**src/rtl/station_access_fsm.sv**
```systemverilog
// -----------------------------------------------------------------------------
// station_access_fsm
//
// Keypad access controller. The user enters a code one digit at a time. A
// complete matching entry grants access for HOLD_CYCLES enabled cycles. A
// complete wrong entry pulses fail. MAX_TRIES consecutive wrong entries lock
// the station for LOCK_CYCLES enabled cycles. All outputs are registered.
//
// Ports
//   clk         in   rising-edge clock
//   reset       in   synchronous active-high reset, wins over enable
//   enable      in   clock enable; low freezes every register
//   code        in   CODE_W-bit entered digit
//   code_valid  in   code carries a digit this cycle
//   abort       in   drop the partial entry without counting a try
//   secret      in   stored code, digit k at [k*CODE_W +: CODE_W], k=0 first
//   Y           out  access granted
//   fail        out  one-enabled-cycle pulse on a wrong complete entry
//   locked      out  high throughout lockout
//   digit_idx   out  digits accepted in the current entry
// -----------------------------------------------------------------------------
module station_access_fsm #(
    parameter int CODE_W      = 4,
    parameter int DIGITS      = 4,
    parameter int MAX_TRIES   = 3,
    parameter int LOCK_CYCLES = 16,
    parameter int HOLD_CYCLES = 4
) (
    input  logic                         clk,
    input  logic                         reset,
    input  logic                         enable,
    input  logic [CODE_W-1:0]            code,
    input  logic                         code_valid,
    input  logic                         abort,
    input  logic [DIGITS*CODE_W-1:0]     secret,
    output logic                         Y,
    output logic                         fail,
    output logic                         locked,
    output logic [$clog2(DIGITS+1)-1:0]  digit_idx
);

    localparam int IDX_W   = $clog2(DIGITS + 1);
    localparam int TRY_W   = $clog2(MAX_TRIES + 1);
    localparam int TMR_MAX = (LOCK_CYCLES > HOLD_CYCLES) ? LOCK_CYCLES : HOLD_CYCLES;
    localparam int TMR_W   = $clog2(TMR_MAX + 1);

    localparam logic [IDX_W-1:0] LAST_IDX  = IDX_W'(DIGITS - 1);
    localparam logic [TRY_W-1:0] TRY_LIMIT = TRY_W'(MAX_TRIES);
    localparam logic [TMR_W-1:0] HOLD_LOAD = TMR_W'(HOLD_CYCLES);
    localparam logic [TMR_W-1:0] LOCK_LOAD = TMR_W'(LOCK_CYCLES);
    localparam logic [TMR_W-1:0] TMR_ONE   = TMR_W'(1);

    typedef enum logic [1:0] {
        ENTRY   = 2'd0,
        GRANT   = 2'd1,
        LOCKOUT = 2'd2
    } state_t;

    state_t             state_q,  state_d;
    logic [IDX_W-1:0]   idx_q,    idx_d;
    logic               err_q,    err_d;
    logic [TRY_W-1:0]   tries_q,  tries_d;
    logic [TMR_W-1:0]   timer_q,  timer_d;
    logic               y_q,      y_d;
    logic               fail_q,   fail_d;
    logic               locked_q, locked_d;

    logic [CODE_W-1:0]  want_digit;
    logic               digit_bad;
    logic [TRY_W-1:0]   tries_inc;

    // secret is read live at the accepting edge, so a mid-entry change only
    // affects digits not yet entered.
    assign want_digit = secret[int'(idx_q) * CODE_W +: CODE_W];
    assign digit_bad  = (code != want_digit);
    assign tries_inc  = tries_q + TRY_W'(1);

    always_comb begin
        state_d  = state_q;
        idx_d    = idx_q;
        err_d    = err_q;
        tries_d  = tries_q;
        timer_d  = timer_q;
        y_d      = y_q;
        fail_d   = fail_q;
        locked_d = locked_q;

        // With enable low everything, including a pending fail pulse, holds.
        if (enable) begin
            fail_d = 1'b0;
            unique case (state_q)
                ENTRY: begin
                    if (abort) begin
                        idx_d = '0;
                        err_d = 1'b0;
                    end else if (code_valid) begin
                        if (idx_q == LAST_IDX) begin
                            // Final digit: its own mismatch counts too.
                            idx_d = '0;
                            err_d = 1'b0;
                            if (err_q || digit_bad) begin
                                fail_d  = 1'b1;
                                tries_d = tries_inc;
                                if (tries_inc == TRY_LIMIT) begin
                                    state_d  = LOCKOUT;
                                    locked_d = 1'b1;
                                    timer_d  = LOCK_LOAD;
                                end
                            end else begin
                                state_d = GRANT;
                                y_d     = 1'b1;
                                timer_d = HOLD_LOAD;
                                tries_d = '0;
                            end
                        end else begin
                            // Wrong digits do not cut the entry short.
                            idx_d = idx_q + IDX_W'(1);
                            err_d = err_q | digit_bad;
                        end
                    end
                end
                GRANT: begin
                    if (timer_q == TMR_ONE) begin
                        state_d = ENTRY;
                        y_d     = 1'b0;
                        timer_d = '0;
                    end else begin
                        timer_d = timer_q - TMR_ONE;
                    end
                end
                LOCKOUT: begin
                    if (timer_q == TMR_ONE) begin
                        state_d  = ENTRY;
                        locked_d = 1'b0;
                        tries_d  = '0;
                        timer_d  = '0;
                    end else begin
                        timer_d = timer_q - TMR_ONE;
                    end
                end
                default: begin
                    state_d = ENTRY;
                end
            endcase
        end
    end

    always_ff @(posedge clk) begin
        if (reset) begin
            state_q  <= ENTRY;
            idx_q    <= '0;
            err_q    <= 1'b0;
            tries_q  <= '0;
            timer_q  <= '0;
            y_q      <= 1'b0;
            fail_q   <= 1'b0;
            locked_q <= 1'b0;
        end else begin
            state_q  <= state_d;
            idx_q    <= idx_d;
            err_q    <= err_d;
            tries_q  <= tries_d;
            timer_q  <= timer_d;
            y_q      <= y_d;
            fail_q   <= fail_d;
            locked_q <= locked_d;
        end
    end

    assign Y         = y_q;
    assign fail      = fail_q;
    assign locked    = locked_q;
    assign digit_idx = idx_q;

endmodule

```
**config.mk**
```make
export PLATFORM = sky130hd
export DESIGN_NAME = station_access_fsm
export DESIGN_NICKNAME = d
export VERILOG_FILES = /design/src/rtl/station_access_fsm.sv
export SDC_FILE = /design/constraint.sdc
export NUM_CORES = 1
export LEC_CHECK = 0
export CELL_PAD_IN_SITES_DETAIL_PLACEMENT = 0
export CELL_PAD_IN_SITES_GLOBAL_PLACEMENT = 1
export CORE_MARGIN = 4
export CORE_UTILIZATION = 35
export CTS_CLUSTER_SIZE = 28
export DETAILED_ROUTE_END_ITERATION = 12
export PLACE_DENSITY = 0.75
export SETUP_SLACK_MARGIN = 0.4
export SLEW_MARGIN = 10
export SYNTH_ARGS = -nofsm -noshare
export SYNTH_HDL_FRONTEND = slang
export SYNTH_SLANG_ARGS = --single-unit
```
**constraint.sdc**
```tcl
create_clock -name clk -period 2.95 [get_ports clk]
set_clock_uncertainty 0.2 [all_clocks]
set_input_delay 0.4425 -clock clk [delete_from_list [all_inputs] [get_ports clk]]
set_output_delay 0.4425 -clock clk [all_outputs]
set_load 0.01 [all_outputs]
```
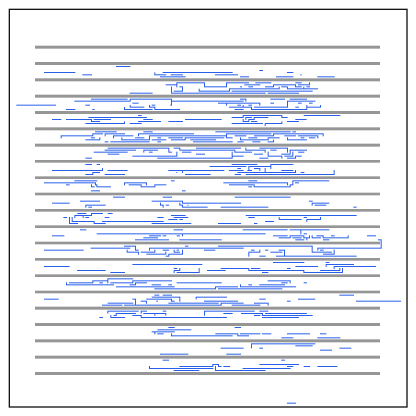
**Above:** M1 wires.
Drawn at 6 px/um. Supply wires on this layer in grey.
nets with wire on the layer: 182
wire length on this layer: 1490 um
longest straight run: 28.1 um
WL final: 3200 um
GRT met1 Usage: 22.3%
Via Count: 1163

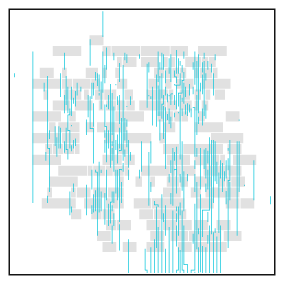
**Above:** the metal 2 layer.
Drawn at 4 px/um.
nets with wire on the layer: 173
longest straight run: 37.7 um
main direction: vertical
wire length on this layer: 1530 um
share of all routed wire: 48%
met2 usage: 24.5%

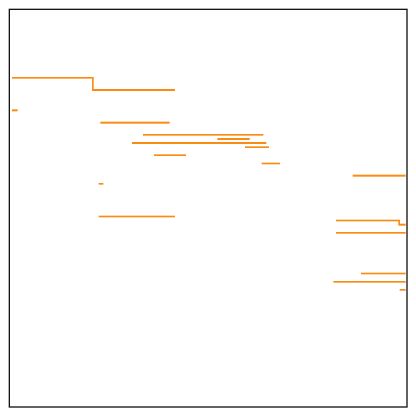
**Above:** M3 wires.
Drawn at 6 px/um.
main direction: horizontal
wire length on this layer: 163 um
share of all routed wire: 5.1%
met3 usage: 3.57%

==> out/summary.txt <==
cycle use final -> 84.9%
CTS Buf Count -> 3
# Taps -> 44
final-layout clock-cell area share -> 1.38%
Non-clock buffer share -> 22.3%
synthesis area per yosys -> 1180 um2
gr usage total -> 15.6%
TNS Setup -> 0 ns
total global routing overflow -> 0
worst path arrival time -> 2.50 ns
Util after Layout -> 52.3%
CTS tree -> built
Top cells excl fill/tap -> clkdlybuf4s50_1, dfxtp_1, nor2_1, nand2_1, inv_1
Mapped Cells -> 133
Synth Flop Type -> dfxtp_1
Inst Count DP -> 208
clkbuf count -> 3
vias in the first global route -> 1099
cells along the critical path -> clkdlybuf4s50_1 -> mux4_2 -> nor4b_4 -> a41oi_2 -> a32oi_4 -> a22oi_1 -> o221a_1
cts hold-fix bufs -> 0
peak supply drop -> 0.000203 V
Layout area overhead -> 38.7%
global-route wire length before repair -> 5380 um
Synth top cell by count -> dfxtp_1
unrepaired setup endpoints after global routing -> true
Post-Synthesis Cell Area -> 1180 um2
Core ar. -> 3130 um2
largest net degree at the start of global routing -> 16
DP Worst Slack -> 0.0646 ns
Synth flops -> 16
Seq cells -> 16
combinational share of cell area -> 51.0%
routability-driven placement congestion ratio -> 0.826
Worst setup EP type -> flop
Static Leak -> 0.600 nW
die area -> 4360 um2
DP Wirelength -> 2540 um
Detailed Route Iter0 Violations -> 77
Crit path max-delay family -> AND-OR/OR-AND gates
cell type with the largest total area -> dfxtp_1
finished layout cell area -> 1640 um2
CTS sink count -> 16
Via density -> 5.46
post-placement cell area -> 1550 um2
post-synth cell types -> 41
Antenna Cells -> 0
logic area -> 835 um2
Fill cells -> 303
Fmax -> 0.399 GHz
CP startpoint kind -> primary input
flop share of the area -> 19.8%
Latency at later pin -> 0.29 ns
number of max-cap violations -> 0
fin nets -> 203
Max clock buf depth -> 2
Routed Antenna Nets -> 0
layout cells sized above 1 -> 14.8%
slowest stage delay, CP -> 0.53 ns
Worst Tran Pin Value -> 0.505 ns
Tmin final -> 2.51 ns
Async S/R FF share, synth -> 0%
Final WS setup -> 0.444 ns
Top cells by area -> dfxtp_1, mux4_2, ha_1
FP Rows -> 20
critical path fanouts, max -> 7
Initial DRT Pass Iterations -> 4
syn_area_per_cell -> 8.86 um2
initial antenna violation count -> 0
Yosys Instances -> 133
stage-log warning count -> 30
required time worst endpoint -> 2.94 ns
DRC viols -> 0
Ys Warns -> 0
Max-area cell class -> multi-input combinational cells
Max-Slew Margin vs Limit -> 66.3%
H-tree depth -> 1
Slew Viols, Final -> 0
Comb gates -> 105
die width -> 66.0 um
drt wl/cell -> 15.0 um
most numerous logic cell after layout -> clkdlybuf4s50_1
CTS root buffer -> clkbuf_4
clock-pin slew on the worst setup and hold paths -> 0.10 ns
Post-synth seq share -> 27.2%
crit path max-delay cell type -> mux4_2
PortBufs -> 30
post-synth top area share -> 27.2%
Signal inverters -> 9
Final setup viols -> 0
final hold vios -> 0
worst hold path class -> reg -> reg
synth cell count leaders -> dfxtp_1, nand2_1, nor2_1, inv_1, a21oi_1
die span in y -> 66.0 um
Post-synth EDFFs -> 0
kind of critical path -> in -> reg
crit path buf inv count -> 1
Non-Filler Instances -> 213
IO Pins -> 31
status -> finished, final reports clean
power per cell area -> 255 nW/um2
bufs w/o clock -> 36
==> logic make-up (layout without fill, tap and decap cells) <==
family / after synthesis / after routing / share of synthesized area [%]
flops: 16 / 16 / 27.2
buf+inv: 12 / 48 / 4.46
mux: 7 / 7 / 10.3
compound gates: 37 / 37 / 24.9
simple gates: 51 / 51 / 23.5
fa+ha+maj: 7 / 7 / 7.43
xor+xnor: 3 / 3 / 2.23
==> state kept, by name, summed over array words and instances, names as in the netlist <==
| signal | cells |
|---|---|
| tries_q | 2 |
| err_q | 1 |
| locked | 1 |
| fail | 1 |
| digit_idx | 3 |
| timer_q | 5 |
| state_q | 2 |
| Y | 1 |
==> routing by layer <==
metal	up-vias	wire [um]	share of wire (%)	track usage, %
met5	-	0	0	0
met1	549	1490	47	22.3
met2	27	1530	48	24.5
li1	585	-	-	-
met4	0	10	0.31	2.03
met3	2	163	5.1	3.57
==> report_power, final <==
group / internal, mW / total (mW) / leakage [nW] / switching (mW)
logic: 0.0506 / 0.0846 / 0.456 / 0.0340
clock network: 0.0474 / 0.113 / 0.0138 / 0.0660
registers: 0.217 / 0.219 / 0.130 / 0.00261
==> stage by stage <==
step,power (mW),hold WS [ns]
final,0.417,0.262
after global routing,0.445,0.285
after CTS,0.424,0.267
after detailed placement,0.306,0.255
after global placement,0.303,0.246
after floorplan,0.262,0.236
==> worst paths after layout <==
check	startpoint	to	slack [ns]	cells after the start
worst max-delay path	secret[12]	timer_q[4]	0.44	7
worst min-delay path	tries_q[1]	tries_q[1]	0.26	2
worst max register to register	digit_idx[0]	tries_q[0]	0.50	6
worst min register to register	tries_q[1]	tries_q[1]	0.26	2
==> what timing repair did <==
item | CTS | global route
buffers inserted | 2 | 0
resized | 1 | 13
pin swaps | 2 | 7
setup endpoints to repair | 5 | 7
Power and IR drop assume default switching activity.
